## src/rtl/call_ret_pkg.sv

```systemverilog
// Shared types and helpers for the call/return sequencer.
// Holds the FSM state encoding and the depth-counter width function.
package call_ret_pkg;

  typedef enum logic [2:0] {
    ST_IDLE,
    ST_PUSH,
    ST_POP,
    ST_JUMP,
    ST_ERROR
  } state_t;

  function automatic int depth_w(input int stack_depth);
    return $clog2(stack_depth) + 1;
  endfunction

endpackage

```

## src/rtl/call_ret_depth.sv

```systemverilog
// Saturating up/down counter that tracks valid return-stack entries.
// Reports full/empty so the sequencer can refuse over- and under-runs.
module call_ret_depth
  import call_ret_pkg::*;
#(
  parameter int STACK_DEPTH = 16
) (
  input  logic                              clk,
  input  logic                              i_rst_n,
  input  logic                              clk_en,
  input  logic                              inc,
  input  logic                              dec,
  output logic [depth_w(STACK_DEPTH)-1:0]   depth,
  output logic                              full,
  output logic                              empty
);

  localparam int DW = depth_w(STACK_DEPTH);

  logic [DW-1:0] depth_reg;

  always_ff @(posedge clk) begin
    if (!i_rst_n) begin
      depth_reg <= '0;
    end else if (clk_en) begin
      if (inc && !full) begin
        depth_reg <= depth_reg + DW'(1);
      end else if (dec && !empty) begin
        depth_reg <= depth_reg - DW'(1);
      end
    end
  end

  assign depth = depth_reg;
  assign full  = (depth_reg == DW'(STACK_DEPTH));
  assign empty = (depth_reg == '0);

endmodule

```

## src/rtl/call_ret_unit.sv

```systemverilog
// Call/return sequencer: pushes return addresses, pops them back, and
// issues one-cycle PC loads. Over/underflow lock the unit until reset.
module call_ret_unit
  import call_ret_pkg::*;
#(
  parameter int ADDR_W      = 16,
  parameter int STACK_DEPTH = 16
) (
  input  logic                              clk,
  input  logic                              i_rst_n,
  input  logic                              clk_en,
  input  logic                              i_call,
  input  logic                              i_ret,
  input  logic [ADDR_W-1:0]                 i_ret_addr,
  input  logic [ADDR_W-1:0]                 i_target,
  input  logic [ADDR_W-1:0]                 i_stack_data,
  output logic                              o_push,
  output logic                              o_pop,
  output logic [ADDR_W-1:0]                 o_push_data,
  output logic                              o_pc_load,
  output logic [ADDR_W-1:0]                 o_pc_value,
  output logic                              o_busy,
  output logic [depth_w(STACK_DEPTH)-1:0]   o_depth,
  output logic                              o_overflow,
  output logic                              o_underflow
);

  state_t              state_reg, state_next;
  logic [ADDR_W-1:0]   push_data_reg, push_data_next;
  logic [ADDR_W-1:0]   pc_reg, pc_next;
  logic                overflow_reg, overflow_next;
  logic                underflow_reg, underflow_next;
  logic                full, empty;

  call_ret_depth #(
    .STACK_DEPTH (STACK_DEPTH)
  ) u_depth (
    .clk     (clk),
    .i_rst_n (i_rst_n),
    .clk_en  (clk_en),
    .inc     (state_reg == ST_PUSH),
    .dec     (state_reg == ST_POP),
    .depth   (o_depth),
    .full    (full),
    .empty   (empty)
  );

  always_ff @(posedge clk) begin
    if (!i_rst_n) begin
      state_reg     <= ST_IDLE;
      push_data_reg <= '0;
      pc_reg        <= '0;
      overflow_reg  <= 1'b0;
      underflow_reg <= 1'b0;
    end else if (clk_en) begin
      state_reg     <= state_next;
      push_data_reg <= push_data_next;
      pc_reg        <= pc_next;
      overflow_reg  <= overflow_next;
      underflow_reg <= underflow_next;
    end
  end

  always_comb begin
    state_next     = state_reg;
    push_data_next = push_data_reg;
    pc_next        = pc_reg;
    overflow_next  = overflow_reg;
    underflow_next = underflow_reg;
    case (state_reg)
      ST_IDLE: begin
        // CALL wins when both requests arrive together
        if (i_call) begin
          if (full) begin
            state_next    = ST_ERROR;
            overflow_next = 1'b1;
          end else begin
            state_next     = ST_PUSH;
            push_data_next = i_ret_addr;
            pc_next        = i_target;
          end
        end else if (i_ret) begin
          if (empty) begin
            state_next     = ST_ERROR;
            underflow_next = 1'b1;
          end else begin
            state_next = ST_POP;
          end
        end
      end
      ST_PUSH: state_next = ST_JUMP;
      ST_POP: begin
        state_next = ST_JUMP;
        pc_next    = i_stack_data;
      end
      ST_JUMP:  state_next = ST_IDLE;
      ST_ERROR: state_next = ST_ERROR;
      default:  state_next = ST_IDLE;
    endcase
  end

  assign o_push      = (state_reg == ST_PUSH);
  assign o_pop       = (state_reg == ST_POP);
  assign o_pc_load   = (state_reg == ST_JUMP);
  assign o_busy      = (state_reg != ST_IDLE);
  assign o_push_data = push_data_reg;
  assign o_pc_value  = pc_reg;
  assign o_overflow  = overflow_reg;
  assign o_underflow = underflow_reg;

endmodule

```

## config.mk

```make
export PLATFORM = sky130hd
export DESIGN_NAME = call_ret_unit
export DESIGN_NICKNAME = d
export VERILOG_FILES = /design/src/rtl/call_ret_pkg.sv /design/src/rtl/call_ret_depth.sv /design/src/rtl/call_ret_unit.sv
export SDC_FILE = /design/constraint.sdc
export NUM_CORES = 1
export LEC_CHECK = 0
export CORE_AREA = 2 2 70 85
export CTS_BUF_LIST = sky130_fd_sc_hd__clkbuf_4
export CTS_CLUSTER_DIAMETER = 40
export DETAILED_ROUTE_END_ITERATION = 16
export DIE_AREA = 0 0 72 87
export GPL_TIMING_DRIVEN = 0
export PLACE_DENSITY = 0.76
export SETUP_SLACK_MARGIN = 0.02
export SLEW_MARGIN = 20
export SYNTH_ARGS = -nofsm -noshare
export SYNTH_HDL_FRONTEND = slang
export SYNTH_SLANG_ARGS = --single-unit
```

## constraint.sdc

```tcl
create_clock -name clk -period 3.7 [get_ports clk]
set_input_delay 1.11 -clock clk [delete_from_list [all_inputs] [get_ports clk]]
set_output_delay 1.11 -clock clk [all_outputs]
set_load 0.02 [all_outputs]
```

==> run_1/gate_families.png <==
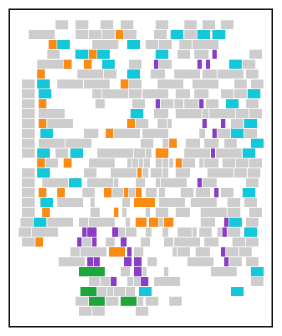
[cyan] multiplexers | cells: 33 | most used: mux2i_1
[green] adder and majority cells | cells: 4 | most used: ha_1
[purple] NAND gates | cells: 30 | most used: nand2_1
[orange] NOR gates | cells: 30 | most used: nor2b_1
Finished Layout Cells: 380
logic share of the area: 36.70%
Top cell excl fill/tap: clkdlybuf4s50_1

==> run_1/drive_strength.png <==
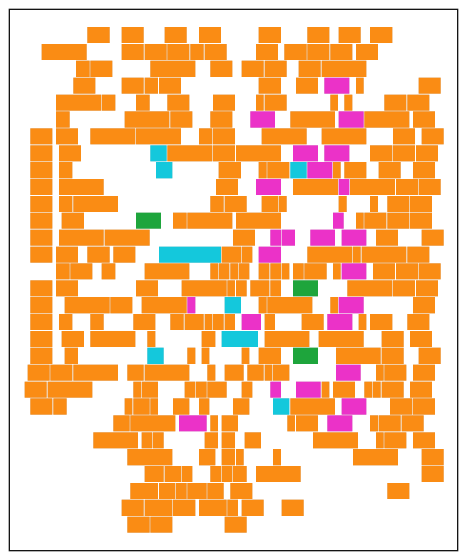
[magenta] drive 2 | cells: 25 | share: 7.9% | most used: o221a_2
[orange] drive 1 or less | cells: 280 | share: 89% | most used: clkdlybuf4s50_1
[cyan] drive 3 to 4 | cells: 8 | share: 2.5% | most used: clkbuf_4
[green] drive 6 and up | cells: 3 | share: 0.95% | most used: buf_6
Syn-to-layout area delta: 50.62%
Non-clock buffers: 109

==> run_1/final_clocks.png <==
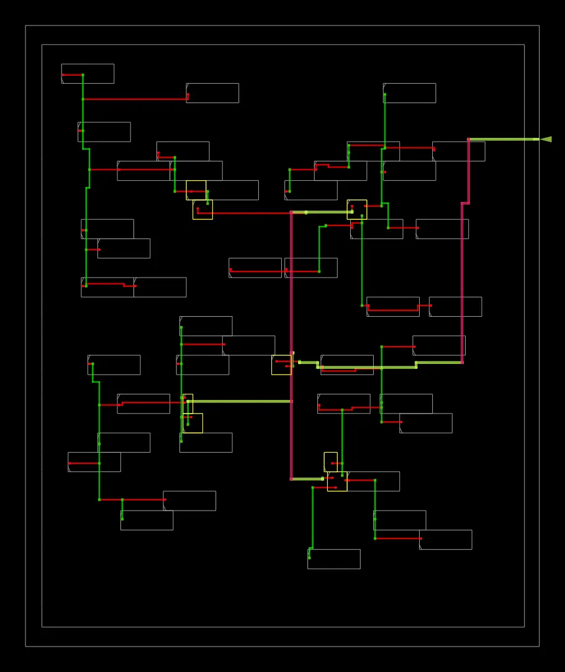
clk pwr: 0.219 mW
worst-skew pair later-pin latency: 0.35 ns
Clock buffer cells: 6

==> run_1/met2.png <==
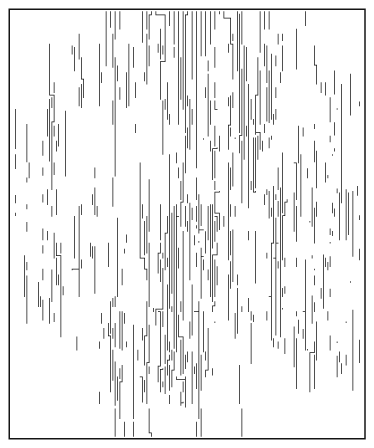
longest straight run: 31.8 µm
main direction: vertical
nets with wire on the layer: 318
met2 Use GR: 29.21%
via count: 1,954
routed wire length: 5378 µm

==> results.json, run 1 <==
{
  "gp_congestion": 0.7538,
  "finalPower_mw": 1.134,
  "cp-start-kind": "flop",
  "grt_pass1_vias": 1917,
  "cts_tree": "done",
  "avgSynthCellArea_um2": 9.922,
  "slew_headroom_pct": 52.25,
  "outcome": "finished, final reports clean",
  "post-place-cells": 372,
  "htreeDepth": 2,
  "antenna_found_initial": 0,
  "topCellsByArea": "dfxtp_1 40%, mux2i_1 16%, o221a_2 8.5%, nor2b_1 5.3%, nand2_1 3.5%",
  "die_h_um": 87,
  "fin_skew_ns": 0.01701,
  "antenna_left": 0,
  "hold_viol_final": 0,
  "drv_cap": 0,
  "ir_worst_vdd_v": 0.0001605,
  "grt_pass1_wl_um": 8749,
  "p_leak_nw": 1.157,
  "crit_type": "reg -> out",
  "num_io_pins": 96,
  "setup-violations-final": 0,
  "cp-end-kind": "output port",
  "hp-class": "reg -> reg",
  "n_antenna_cell": 0,
  "worstPathRequired_ns": 2.59,
  "path_buffers": 4,
  "drtPass1Iterations": 4,
  "grtUsageTotal_pct": 17.49,
  "ys_cells": 214,
  "setup_ws_ns": 0.2113,
  "cts_made_buffers": 5,
  "top_area_share_pct": 39.60,
  "slowest_stage": "clkdlybuf4s50_1",
  "die_x_um": 72,
  "fmax_mhz": 286.6,
  "place_ws_ns": 0.4801,
  "syn_area_um2": 2123,
  "dp_hpwl_um": 4105,
  "lay_top_cells": "94 x clkdlybuf4s50_1, 42 x dfxtp_1, 33 x mux2i_1",
  "nets": 372,
  "synthCells": 214,
  "drv_slew": 0,
  "row_count": 30,
  "tritoncts_num_sinks": 42,
  "cts-root-buf": "clkbuf_4",
  "warnings": 26,
  "power.density_nw_per_um2": 354.7,
  "path_cells": "buf_2 -> clkbuf_1 -> inv_1 -> nor3_1 -> clkdlybuf4s50_1",
  "fp-utilization_pct": 38.48,
  "crit_arrival_ns": 2.38,
  "synth_cell_type_count": 40,
  "wl_per_cell_um": 14.15,
  "grt_start_max_net_pins": 13,
  "rsz0062_at_grt": "no",
  "fin_crit_ns": 3.489,
  "finalCritPeriodShare_pct": 94.29,
  "max_stage_delay_ns": 0.64,
  "worst_pin_slew_ns": 0.7162,
  "vias_per_cell": 5.142
}
run 1: stage by stage:
stage	util [%]	cell area, µm²
final	57.96	3198
after global routing	57.96	3198
after CTS	57.96	3198
after detailed placement	56.98	3144
after global placement	56.98	3144
after floorplan	-	2123
run 1: cell type report:
class	instances	area (µm²)	area share [%]
Multi-Input combinational cell	150	1174	36.70
Inverter	7	26.28	0.8216
Tap cell	64	80.08	2.504
Clock inverter	2	8.758	0.2739
Clock buffer	6	45.04	1.408
Buffer	15	82.58	2.582
Sequential cell	42	840.8	26.29
Timing Repair Buffer	94	940.9	29.42
run 1: worst paths after layout:
| kind | start | end | slack, ns | depth (start not counted) |
|---|---|---|---|---|
| worst max register to register | state_reg[1] | u_depth.depth[4] | 1.03 | 9 |
| worst min-delay path | o_push_data[14] | o_push_data[14] | 0.53 | 2 |
| worst min register to register | o_push_data[14] | o_push_data[14] | 0.53 | 2 |
| worst max-delay path | state_reg[1] | o_pc_load | 0.21 | 5 |
run 1: routing by layer:
metal	up-vias	track usage (%)	wire, µm
li1	987	-	-
met1	892	21.29	2382
met2	69	29.21	2481
met3	6	5.787	444
met4	0	5.317	69
met5	-	0	0
run 1: logic make-up (layout without fill, tap and decap cells):
kind of cell             after synthesis  in the layout  synth area share [%]
AND-OR/OR-AND                         48             48                 19.33
XOR/XNOR                               2              2                0.8251
adder cells (fa/ha/maj)                4              4                 2.711
buffers and inverters                 22            124                 5.126
flip-flops                            42             42                 39.60
multiplexers                          33             33                 15.56
AND/OR/NAND/NOR                       63             63                 16.85
run 1: power by group:
group / switching (mW) / total [mW] / internal (mW) / leakage (nW)
sequential: 0.0209 / 0.510 / 0.489 / 0.343
combinational: 0.197 / 0.405 / 0.208 / 0.781
clock: 0.140 / 0.219 / 0.0789 / 0.0331
total: 0.358 / 1.13 / 0.776 / 1.16
run 1: worst min-delay path, cell delays in order, from the launching register on:
cell and delay, ns:
dfxtp_1 0.34, mux2i_1 0.06, nor2b_1 0.10
run 1: synth_stat cells (all sizes together):
master	count
fa	1
nor3	4
o21ai	5
nor4	1
o211a	1
o21a	2
nor2	4
nor3b	2
clkbuf	8
o221a	16
mux2i	33
nand2b	1
nand3b	1
a21o	3
or4	2
ha	3
xor2	2
nor2b	18
dfxtp	42
and2	1
a211oi	2
a211o	1
a2111oi	1
nand4	3
inv	7
nand3	5
a41oi	2
nor4b	1
nand2	20
a21oi	10
buf	7
o221ai	1
a21boi	4
==> run 2: changes to the inputs <==
--- a/config.mk
+++ b/config.mk
@@ -5,15 +5,16 @@
 export SDC_FILE = /design/constraint.sdc
 export NUM_CORES = 1
 export LEC_CHECK = 0
-export CORE_AREA = 2 2 70 85
+export CORE_AREA = 2 2 72 88
 export CTS_BUF_LIST = sky130_fd_sc_hd__clkbuf_4
 export CTS_CLUSTER_DIAMETER = 40
 export DETAILED_ROUTE_END_ITERATION = 16
-export DIE_AREA = 0 0 72 87
+export DIE_AREA = 0 0 74 90
 export GPL_TIMING_DRIVEN = 0
-export PLACE_DENSITY = 0.76
+export PLACE_DENSITY = 0.74
 export SETUP_SLACK_MARGIN = 0.02
 export SLEW_MARGIN = 20
 export SYNTH_ARGS = -nofsm -noshare
 export SYNTH_HDL_FRONTEND = slang
+export SYNTH_HIERARCHICAL = 1
 export SYNTH_SLANG_ARGS = --single-unit
==> run_2/final_clocks.png <==
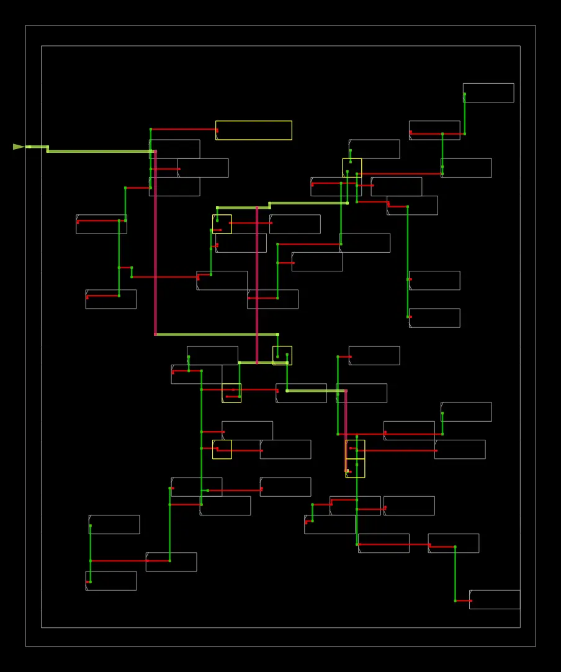
Clock buffer cells: 7
Seq cells: 42
clock sinks: 42

==> run_2/drive_strength.png <==
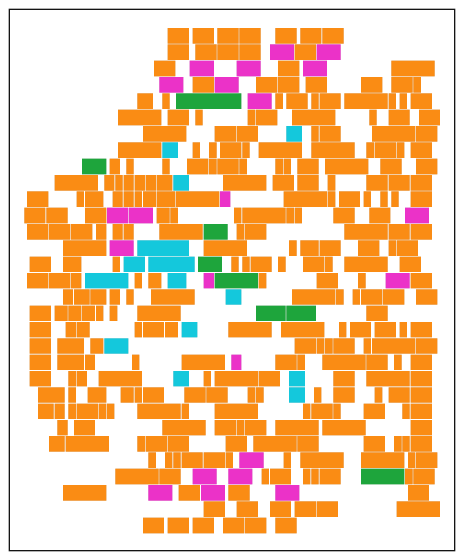
[magenta] drive 2 | cells: 22 | share: 6.3% | most used: mux2_2
[orange] drive 1 or less | cells: 304 | share: 87% | most used: clkdlybuf4s50_1
[green] drive 6 and up | cells: 8 | share: 2.3% | most used: buf_6
[cyan] drive 3 to 4 | cells: 14 | share: 4.0% | most used: clkbuf_4
Syn-to-layout area delta: 50.41%
fin area: 3405 µm²

==> run 2 against run 1 <==
Power increased by 15%. Largest cell class unchanged. Global-route usage down 0.54 points. Via count rose by 5.2%. Largest power group unchanged. Sequential share of layout area fell by 1.6 points.
==> results.json, run 2 <==
{
  "outcome": "finished, final reports clean",
  "antenna_left": 0,
  "lay_top_cells": "95 x clkdlybuf4s50_1, 73 x nand2_1, 42 x dfxtp_1",
  "port_buffers": 95,
  "hp-class": "reg -> reg",
  "rsz0062_at_grt": "no",
  "vias_per_cell": 4.779,
  "place_ws_ns": 0.5795,
  "warnings": 26,
  "synth.most_common_cell": "nand2_1",
  "vias": 2055,
  "finalPower_mw": 1.303,
  "grtUsageTotal_pct": 16.94,
  "cts_max_path_buffers": 2,
  "common_cells": "73 x nand2_1, 42 x dfxtp_1, 36 x mux2i_1",
  "fp_nets": 302,
  "n_antenna_cell": 0,
  "core_area_um2": 5857,
  "syn_area_um2": 2263,
  "cp_max_fo": 10,
  "htreeDepth": 2,
  "setup-violations-final": 0,
  "drtPass1Iterations": 4,
  "die_area_um2": 6660,
  "top_area_share_pct": 37.15,
  "wirelength_um": 5533,
  "p_leak_nw": 1.353,
  "avgSynthCellArea_um2": 9.238,
  "synth-seq-cells": 42,
  "crit_type": "reg -> out",
  "grt_pass1_wl_um": 8970,
  "num_io_pins": 96,
  "ys_area_um2": 2263,
  "fp-utilization_pct": 38.65,
  "enable_flop_cells": 0,
  "power.density_nw_per_um2": 382.6,
  "worst_pin_slew_ns": 0.7915,
  "finalCritPeriodShare_pct": 93.66,
  "grt-ovfl-total": 0,
  "die_h_um": 90,
  "setup_tns_ns": 0,
  "slowest_stage": "clkdlybuf4s50_1",
  "die_x_um": 74,
  "grt_pass1_vias": 1973,
  "yosys.area.top_type": "dfxtp_1",
  "nets": 404,
  "setup_ws_ns": 0.2345,
  "cts-root-buf": "clkbuf_4",
  "lay_top_count": "clkdlybuf4s50_1",
  "synth_cell_type_count": 41,
  "drv_cap": 0,
  "wl_per_cell_um": 12.87,
  "final_util_pct": 58.13,
  "crit_arrival_ns": 2.36,
  "clk_pin_slew_ns": 0.12,
  "cts_hold_buf": 0,
  "worstSkewPairLatency_ns": 0.35,
  "fill_cells": 539,
  "gp_congestion": 0.8039,
  "topCellsByArea": "dfxtp_1 37%, mux2i_1 16%, nand2_1 12%, mux2_2 8.5%, buf_12 1.8%",
  "fin_skew_ns": 0.006489,
  "synthFlopType": "dfxtp_1",
  "cts_made_buffers": 5,
  "hold_viol_final": 0,
  "worstPathRequired_ns": 2.59,
  "drv_slew": 0,
  "fmax_mhz": 288.6,
  "antenna_found_initial": 0,
  "cp-end-kind": "output port",
  "grt_start_max_net_pins": 13,
  "drt_iter0_markers": 49,
  "cp-start-kind": "flop",
  "max_stage_delay_ns": 0.74,
  "synthCells": 245,
  "path_cells": "buf_6 -> buf_2 -> nor3_1 -> clkdlybuf4s50_1",
  "ys_cells": 245,
  "row_count": 31,
  "postSynthSeqShare_pct": 37.15,
  "slew_headroom_pct": 46.83,
  "fin_crit_ns": 3.465,
  "ir_worst_vdd_v": 0.0001507,
  "cts_tree": "done",
  "yosysWarnings": 6,
  "drc": 0,
  "drive_gt1_share_pct": 12.64,
  "dp_hpwl_um": 4281,
  "synthArstFlopShare_pct": 0
}
[run 2: where the power goes]
part	switching, mW	internal, mW
registers	0.0263	0.493
clock network	0.145	0.158
logic	0.228	0.253
total	0.398	0.904
[run 2: kinds of logic after synthesis]
kind of cell / after synthesis / synth area share [%]
multiplexers: 53 / 24.38
XOR/XNOR: 1 / 0.3870
adder cells (fa/ha/maj): 4 / 2.543
AND-OR/OR-AND: 24 / 7.905
buffers and inverters: 21 / 7.352
AND/OR/NAND/NOR: 100 / 20.29
flip-flops: 42 / 37.15
[run 2: final timing paths]
check | startpoint | end | slack [ns] | cells after the start
setup / recovery | state_reg[1] | o_push | 0.23 | 4
hold / removal | o_push_data[9] | o_push_data[9] | 0.46 | 2
setup reg to reg | state_reg[1] | u_depth/depth[4] | 0.91 | 9
hold reg to reg | o_push_data[9] | o_push_data[9] | 0.46 | 2
[run 2: layout make-up]
cell class              count  area (µm²)  area share (%)
multi-input cells         182        1261           37.05
flip-flops and latches     42       840.8           24.70
well taps                  82       102.6           3.014
clock buffers               7       52.55           1.544
clock inverters             1       30.03          0.8820
plain buffers              17       151.4           4.447
repair buffers             95       950.9           27.93
inverters                   4       15.01          0.4410
[run 2: critical path, delay by kind of cell, from the launching register on]
| family | cells | cell delay, ns |
|---|---|---|
| buffers and inverters | 3 | 1.06 |
| flip-flops | 1 | 0.32 |
| AND/OR/NAND/NOR | 1 | 0.63 |
[run 2: per-layer routing]
| metal | global-route usage (%) | wire length (µm) |
|---|---|---|
| met1 | 20.04 | 2314 |
| met2 | 29.99 | 2724 |
| met3 | 3.700 | 433 |
| met4 | 4.545 | 60 |
| met5 | 0 | 0 |
[run 2: per-stage QoR]
stage,std cells,hold slack [ns],cell area [µm²]
2_1_floorplan,245,0.5311,2263
3_3_place_gp,422,0.4421,3317
3_5_place_dp,422,0.4512,3317
4_1_cts,430,0.4688,3400
5_1_grt,430,0.4820,3405
6_report,430,0.4644,3405
[run 2: timing repair]
| action | in CTS | in global routing |
|---|---|---|
| setup buffers | 0 | 0 |
| endpoints found under the hold margin | 0 | 0 |
| setup endpoints to repair | 0 | 1 |
| resized | 0 | 1 |
Power figures rest on the tool's default switching activity, not on a simulated workload.
